**config.mk**
```make
export PLATFORM = sky130hd
export DESIGN_NAME = execute_mul_flat
export DESIGN_NICKNAME = d
export VERILOG_FILES = /design/src/rtl/execute_mul_pkg.sv /design/src/rtl/execute_mul_if.sv /design/src/rtl/execute_mul_stage.sv /design/src/rtl/execute_mul.sv /design/src/flat_wrapper.sv
export SDC_FILE = /design/constraint.sdc
export NUM_CORES = 2
export LEC_CHECK = 0
export CAP_MARGIN = 20
export CORE_ASPECT_RATIO = 1.2
export CORE_UTILIZATION = 63
export DETAILED_ROUTE_END_ITERATION = 10
export GPL_ROUTABILITY_DRIVEN = 0
export PLACE_DENSITY_LB_ADDON = 0.2
export SETUP_SLACK_MARGIN = 0.2
export SYNTH_ARGS = -nofsm -noshare
export SYNTH_HDL_FRONTEND = slang
export SYNTH_SLANG_ARGS = --single-unit
export TNS_END_PERCENT = 50
```
**constraint.sdc**
```tcl
create_clock -name clk -period 2.09 [get_ports clk]
set_clock_uncertainty 0.05 [all_clocks]
set_input_delay 0.209 -clock clk [delete_from_list [all_inputs] [get_ports clk]]
set_output_delay 0.209 -clock clk [all_outputs]
set_load 0.05 [all_outputs]
```
**src/rtl/execute_mul_pkg.sv**
```systemverilog
// rtl/execute_mul_pkg.sv - shared types and multiply helpers for the execute_mul slice
package execute_mul_pkg;
    localparam int XLEN              = 32;
    localparam int ROB_ID_WIDTH      = 5;
    localparam int ARCH_REG_ID_WIDTH = 5;
    localparam int PHY_REG_ID_WIDTH  = 6;

    typedef enum logic [3:0] {
        alu_add, alu_sub, alu_sll, alu_slt, alu_sltu, alu_xor, alu_srl, alu_sra, alu_or, alu_and
    } alu_op_t;

    typedef enum logic [3:0] {
        mul, mulh, mulhsu, mulhu
    } mul_op_t;

    // Each execute unit reads the view of sub_op that matches its own opcode family.
    typedef union packed {
        alu_op_t alu_op;
        mul_op_t mul_op;
    } sub_op_t;

    typedef enum logic [4:0] {
        instruction_address_misaligned = 5'd0,
        instruction_access_fault       = 5'd1,
        illegal_instruction            = 5'd2,
        breakpoint                     = 5'd3,
        load_address_misaligned        = 5'd4
    } riscv_exception_t;

    typedef struct packed {
        logic                         enable;
        logic                         valid;
        logic [ROB_ID_WIDTH-1:0]      rob_id;
        logic [XLEN-1:0]              pc;
        logic [ARCH_REG_ID_WIDTH-1:0] rd;
        logic                         rd_enable;
        logic                         need_rename;
        logic [PHY_REG_ID_WIDTH-1:0]  rd_phy;
        logic [XLEN-1:0]              src1_value;
        logic [XLEN-1:0]              src2_value;
        sub_op_t                      sub_op;
        logic                         has_exception;
        riscv_exception_t             exception_id;
        logic [XLEN-1:0]              exception_value;
    } issue_execute_pack_t;

    typedef struct packed {
        logic                         enable;
        logic                         valid;
        logic [ROB_ID_WIDTH-1:0]      rob_id;
        logic [XLEN-1:0]              pc;
        logic [ARCH_REG_ID_WIDTH-1:0] rd;
        logic                         rd_enable;
        logic                         need_rename;
        logic [PHY_REG_ID_WIDTH-1:0]  rd_phy;
        logic [XLEN-1:0]              rd_value;
        logic                         has_exception;
        riscv_exception_t             exception_id;
        logic [XLEN-1:0]              exception_value;
    } execute_wb_pack_t;

    typedef struct packed {
        logic                        enable;
        logic [PHY_REG_ID_WIDTH-1:0] phy_id;
        logic [XLEN-1:0]             value;
    } execute_feedback_channel_t;

    typedef struct packed {
        logic enable;
        logic flush;
    } commit_feedback_pack_t;

    // Writeback fields minus rd_value, plus the full product; rd_value is picked at the last stage.
    typedef struct packed {
        logic                         valid;
        logic [ROB_ID_WIDTH-1:0]      rob_id;
        logic [XLEN-1:0]              pc;
        logic [ARCH_REG_ID_WIDTH-1:0] rd;
        logic                         rd_enable;
        logic                         need_rename;
        logic [PHY_REG_ID_WIDTH-1:0]  rd_phy;
        logic                         has_exception;
        riscv_exception_t             exception_id;
        logic [XLEN-1:0]              exception_value;
        mul_op_t                      sub_op;
        logic [2*XLEN-1:0]            product;
    } mul_stage_pack_t;

    // Extending both operands to 2*XLEN makes one unsigned multiply exact for every signedness mix.
    function automatic logic [2*XLEN-1:0] mul_product(mul_op_t op, logic [XLEN-1:0] a,
                                                      logic [XLEN-1:0] b);
        logic              a_signed;
        logic              b_signed;
        logic [2*XLEN-1:0] a_ext;
        logic [2*XLEN-1:0] b_ext;
        a_signed = (op == mulh) || (op == mulhsu);
        b_signed = (op == mulh);
        a_ext    = {{XLEN{a_signed & a[XLEN-1]}}, a};
        b_ext    = {{XLEN{b_signed & b[XLEN-1]}}, b};
        return a_ext * b_ext;
    endfunction

    function automatic logic [XLEN-1:0] mul_select(mul_op_t op, logic [2*XLEN-1:0] product);
        return (op == mul) ? product[XLEN-1:0] : product[2*XLEN-1:XLEN];
    endfunction
endpackage

```
**src/rtl/execute_mul_if.sv**
```systemverilog
// rtl/execute_mul_if.sv - issue FIFO, writeback, feedback and commit signals of execute_mul
interface execute_mul_if import execute_mul_pkg::*; ();
    issue_execute_pack_t       issue_mul_fifo_data_out;
    logic                      issue_mul_fifo_data_out_valid;
    logic                      issue_mul_fifo_pop;
    execute_wb_pack_t          mul_wb_port_data_in;
    logic                      mul_wb_port_we;
    logic                      mul_wb_port_full;
    logic                      mul_wb_port_flush;
    execute_feedback_channel_t mul_execute_channel_feedback_pack;
    commit_feedback_pack_t     commit_feedback_pack;

    modport master (
        input  issue_mul_fifo_data_out,
        input  issue_mul_fifo_data_out_valid,
        output issue_mul_fifo_pop,
        output mul_wb_port_data_in,
        output mul_wb_port_we,
        input  mul_wb_port_full,
        output mul_wb_port_flush,
        output mul_execute_channel_feedback_pack,
        input  commit_feedback_pack
    );

    modport slave (
        output issue_mul_fifo_data_out,
        output issue_mul_fifo_data_out_valid,
        input  issue_mul_fifo_pop,
        input  mul_wb_port_data_in,
        input  mul_wb_port_we,
        output mul_wb_port_full,
        input  mul_wb_port_flush,
        input  mul_execute_channel_feedback_pack,
        output commit_feedback_pack
    );
endinterface

```
**src/rtl/execute_mul_stage.sv**
```systemverilog
// rtl/execute_mul_stage.sv - one stall-able multiply pipeline register with occupied bit
module execute_mul_stage import execute_mul_pkg::*; (
    input  logic            clk,
    input  logic            rst,
    input  logic            advance,
    input  logic            clear,
    input  logic            in_occupied,
    input  mul_stage_pack_t in_pack,
    output logic            out_occupied,
    output mul_stage_pack_t out_pack
);
    logic            occupied_d;
    logic            occupied_q;
    mul_stage_pack_t pack_d;
    mul_stage_pack_t pack_q;

    always_comb begin
        occupied_d = occupied_q;
        pack_d     = pack_q;
        if (advance) begin
            occupied_d = in_occupied;
            pack_d     = in_pack;
        end
        // A flush only has to kill the occupied bit; the stale payload is never observed.
        if (clear) begin
            occupied_d = 1'b0;
        end
    end

    always_ff @(posedge clk or negedge rst) begin
        if (!rst) begin
            occupied_q <= 1'b0;
            pack_q     <= '0;
        end else begin
            occupied_q <= occupied_d;
            pack_q     <= pack_d;
        end
    end

    assign out_occupied = occupied_q;
    assign out_pack     = pack_q;
endmodule

```
**src/rtl/execute_mul.sv**
```systemverilog
// rtl/execute_mul.sv - pipelined RV multiply unit between the issue FIFO and writeback port
module execute_mul import execute_mul_pkg::*; #(
    parameter int LATENCY         = 3,
    parameter int FEEDBACK_ENABLE = 1
) (
    input  logic          clk,
    input  logic          rst,
    execute_mul_if.master bus
);
    issue_execute_pack_t       head;
    logic                      commit_flush;
    logic                      advance;
    logic                      pop;
    logic                      load_occupied;
    mul_stage_pack_t           load_pack;
    logic [LATENCY-1:0]        stage_occupied;
    mul_stage_pack_t           stage_pack [LATENCY];
    mul_stage_pack_t           last;
    logic                      last_occupied;
    logic                      pipe_empty;
    logic                      we;
    execute_wb_pack_t          wb_pack;
    execute_feedback_channel_t fb_pack;

    assign head          = bus.issue_mul_fifo_data_out;
    assign last          = stage_pack[LATENCY-1];
    assign last_occupied = stage_occupied[LATENCY-1];
    assign pipe_empty    = ~|stage_occupied;

    always_comb begin
        commit_flush = bus.commit_feedback_pack.enable && bus.commit_feedback_pack.flush;
        advance      = !last_occupied || !bus.mul_wb_port_full;
        // rst gates pop so the FIFO is never drained while the pipeline is held in reset.
        pop          = rst && bus.issue_mul_fifo_data_out_valid && advance && !commit_flush;
        load_occupied = pop && head.enable;

        load_pack                 = '0;
        load_pack.valid           = head.valid;
        load_pack.rob_id          = head.rob_id;
        load_pack.pc              = head.pc;
        load_pack.rd              = head.rd;
        load_pack.rd_enable       = head.rd_enable;
        load_pack.need_rename     = head.need_rename;
        load_pack.rd_phy          = head.rd_phy;
        load_pack.has_exception   = !head.valid || head.has_exception;
        load_pack.exception_id    = head.valid ? head.exception_id : illegal_instruction;
        load_pack.exception_value = head.exception_value;
        load_pack.sub_op          = head.sub_op.mul_op;
        load_pack.product         = mul_product(head.sub_op.mul_op, head.src1_value,
                                                head.src2_value);
    end

    for (genvar i = 0; i < LATENCY; i++) begin : g_stage
        logic            in_occupied;
        mul_stage_pack_t in_pack;

        if (i == 0) begin : g_head
            assign in_occupied = load_occupied;
            assign in_pack     = load_pack;
        end else begin : g_link
            assign in_occupied = stage_occupied[i-1];
            assign in_pack     = stage_pack[i-1];
        end

        execute_mul_stage u_stage (
            .clk          (clk),
            .rst          (rst),
            .advance      (advance),
            .clear        (commit_flush),
            .in_occupied  (in_occupied),
            .in_pack      (in_pack),
            .out_occupied (stage_occupied[i]),
            .out_pack     (stage_pack[i])
        );
    end

    always_comb begin
        we = last_occupied && !bus.mul_wb_port_full && !commit_flush;

        wb_pack                 = '0;
        wb_pack.enable          = last_occupied;
        wb_pack.valid           = last.valid;
        wb_pack.rob_id          = last.rob_id;
        wb_pack.pc              = last.pc;
        wb_pack.rd              = last.rd;
        wb_pack.rd_enable       = last.rd_enable;
        wb_pack.need_rename     = last.need_rename;
        wb_pack.rd_phy          = last.rd_phy;
        wb_pack.rd_value        = last.has_exception ? '0 : mul_select(last.sub_op, last.product);
        wb_pack.has_exception   = last.has_exception;
        wb_pack.exception_id    = last.exception_id;
        wb_pack.exception_value = last.exception_value;

        fb_pack        = '0;
        fb_pack.enable = (FEEDBACK_ENABLE != 0) && we && last.valid && !last.has_exception &&
                         last.rd_enable && last.need_rename;
        fb_pack.phy_id = wb_pack.rd_phy;
        fb_pack.value  = wb_pack.rd_value;

        bus.issue_mul_fifo_pop                = pop;
        bus.mul_wb_port_data_in               = wb_pack;
        bus.mul_wb_port_we                    = we;
        bus.mul_wb_port_flush                 = commit_flush || pipe_empty;
        bus.mul_execute_channel_feedback_pack = fb_pack;
    end
endmodule

```
**src/flat_wrapper.sv**
```systemverilog
// flat-port wrapper written by rule: the top's interface ports become plain ports
module execute_mul_flat import execute_mul_pkg::*;
#(
    parameter int LATENCY         = 3,
    parameter int FEEDBACK_ENABLE = 1
)
  (clk, rst, bus_issue_mul_fifo_data_out, bus_issue_mul_fifo_data_out_valid, bus_issue_mul_fifo_pop, bus_mul_wb_port_data_in, bus_mul_wb_port_we, bus_mul_wb_port_full, bus_mul_wb_port_flush, bus_mul_execute_channel_feedback_pack, bus_commit_feedback_pack);
  execute_mul_if bus_i ();
  input  logic clk;
  input  logic rst;
  input wire logic [$bits(bus_i.issue_mul_fifo_data_out)-1:0] bus_issue_mul_fifo_data_out;
  input wire logic [$bits(bus_i.issue_mul_fifo_data_out_valid)-1:0] bus_issue_mul_fifo_data_out_valid;
  output wire logic [$bits(bus_i.issue_mul_fifo_pop)-1:0] bus_issue_mul_fifo_pop;
  output wire logic [$bits(bus_i.mul_wb_port_data_in)-1:0] bus_mul_wb_port_data_in;
  output wire logic [$bits(bus_i.mul_wb_port_we)-1:0] bus_mul_wb_port_we;
  input wire logic [$bits(bus_i.mul_wb_port_full)-1:0] bus_mul_wb_port_full;
  output wire logic [$bits(bus_i.mul_wb_port_flush)-1:0] bus_mul_wb_port_flush;
  output wire logic [$bits(bus_i.mul_execute_channel_feedback_pack)-1:0] bus_mul_execute_channel_feedback_pack;
  input wire logic [$bits(bus_i.commit_feedback_pack)-1:0] bus_commit_feedback_pack;
  assign bus_i.issue_mul_fifo_data_out = bus_issue_mul_fifo_data_out;
  assign bus_i.issue_mul_fifo_data_out_valid = bus_issue_mul_fifo_data_out_valid;
  assign bus_issue_mul_fifo_pop = bus_i.issue_mul_fifo_pop;
  assign bus_mul_wb_port_data_in = bus_i.mul_wb_port_data_in;
  assign bus_mul_wb_port_we = bus_i.mul_wb_port_we;
  assign bus_i.mul_wb_port_full = bus_mul_wb_port_full;
  assign bus_mul_wb_port_flush = bus_i.mul_wb_port_flush;
  assign bus_mul_execute_channel_feedback_pack = bus_i.mul_execute_channel_feedback_pack;
  assign bus_i.commit_feedback_pack = bus_commit_feedback_pack;
  execute_mul #(.LATENCY(LATENCY), .FEEDBACK_ENABLE(FEEDBACK_ENABLE)) u_core (.clk(clk), .rst(rst), .bus(bus_i));
endmodule
```
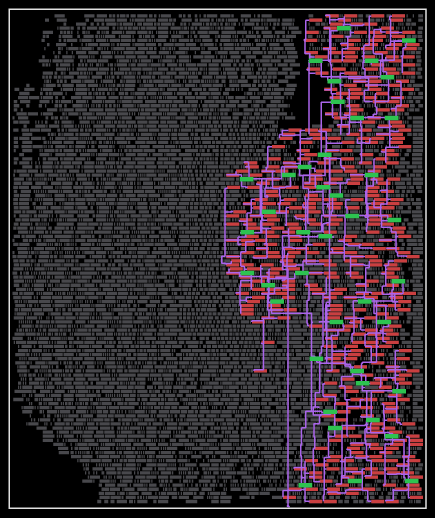
*Clock network drawn from the DEF*
Scale: 1.5 px per um.
Key: red = flip-flops [count 474]; green = cells driving clock nets [count 41]; purple = clock wires [length 5,400 um]
There are 42 routed clock nets.

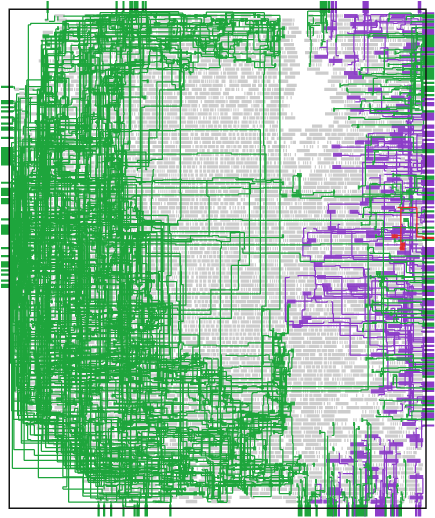
*I/O nets highlighted*
Scale: 1.5 px per um.
Key: purple = bus_mul_wb_port_data_in [direction output, end cells 122, buffers 129, wire 6,470 um]; green = bus_issue_mul_fifo_data_out [direction input, end cells 1,190, buffers 606, wire 64.8 mm]; red = bus_mul_wb_port_full [direction input, end cells 3, buffers 1, wire 70.8 um]
Top Ports: 328
IO buf count: 327

==> run summary <==
Numbers from the implementation run.

The run finished, with violations left. The checks that failed: setup timing. The layout multi-input combinational cell count is 4,321.

The startpoint of the most critical hold path is bus_issue_mul_fifo_data_out[9]. The biggest area consumer among synthesized cells is sky130_fd_sc_hd__fa_1. The data-path buffer share of cell area in the final layout is 18.5%. The max-slew check reports its worst relative slack as 39.1%. The yosys synthesis warning count is 0. The total buffers and inverters traversed by the critical path is 9. The vertical die dimension reported for this design is 332 um. The ratio of cells with drive above 1 in the final layout is 23.0%. The most numerous cell on the critical path is sky130_fd_sc_hd__fa_1. The global routing report lists met1 layer usage as 46.8%. The iteration-0 DRC count of the detailed router is 5,556. The top cell types in the final layout, fill and taps aside, are sky130_fd_sc_hd__nand2_1 (1,997), sky130_fd_sc_hd__inv_1 (1,112), sky130_fd_sc_hd__fa_1 (1,052), sky130_fd_sc_hd__buf_4 (567), sky130_fd_sc_hd__dfrtp_1 (472). The top flip-flop cell by instance count after synthesis is sky130_fd_sc_hd__dfrtp_1. Per STA, the highest per-stage delay on the worst path measures 650 ps. The critical path capture point type is a register. For this sky-water flow run, the detailed-routed wirelength per cell is reported as 24.2 um.

The max-capacitance violation count is 0. The largest cell class by area is logic gates. The pin count of the biggest net entering global routing is 140. In the detailed route, the total length drawn on met2 is 94,300 um. The initial antenna violation count is 16. The number of warning messages in the logs is 35. The total count of max-transition violations in the final report is 0. Final hold analysis gives a worst-case slack of 122 ps.

The data required time at the worst endpoint is 2530 ps. The critical path endpoint is u_core.g_stage[0].u_stage.out_pack[63]. Timing would allow up to 0.129 GHz.

The layout has 58 clock buffers. The logic depth of the worst path, buffers included is 30. Overall routing resource usage recorded by global route was 42.8%. The number of cells in the finished layout apart from fillers is 8,447. The total wire length after detailed routing is 205,000 um.

Counting plain and timing-repair buffers in the layout gives 1,229. A synthesized cell averages 8.87 um^2.

The proportion of synthesized flip-flops having asynchronous set or reset is 100%. The number of levels in the clock H-tree is 2. The fraction of met3 tracks used by global routing is 13.2%. The instance area at placement is 67,200 um^2.

Sorting the synthesized cells by how often they occur yields sky130_fd_sc_hd__nand2_1 (2,107), sky130_fd_sc_hd__inv_1 (1,174), sky130_fd_sc_hd__fa_1 (1,125). The sum of negative setup slack is -304,910 ps. The number of flip-flops in the largest register is 471. The period utilization is 370%. The final report lists the setup-violating endpoint count as 127. The detailed router put a total of 62,300 um of wire on met1.

Buffers inserted to repair hold after CTS numbered 4. By area, the combinational part of the netlist is dominated by adder cells. The final global-route overflow total is 0. The post-synthesis share of cell area spent on full adders, half adders and majority gates is 44.1%. For reference, the placement row count at floorplan is 120. The clock transition at the registers of the reported paths is 70 ps. The critical path launch point type is an input port. The top cell type's share of synthesized area is 39.5%.

The number of nets still failing antenna checks after routing is 0. Setup slack on the critical path of the routed design comes to -5650 ps. From synthesis to final layout, the design area changed by 31.8%.

In the hold timing report, the worst path depth is 3.
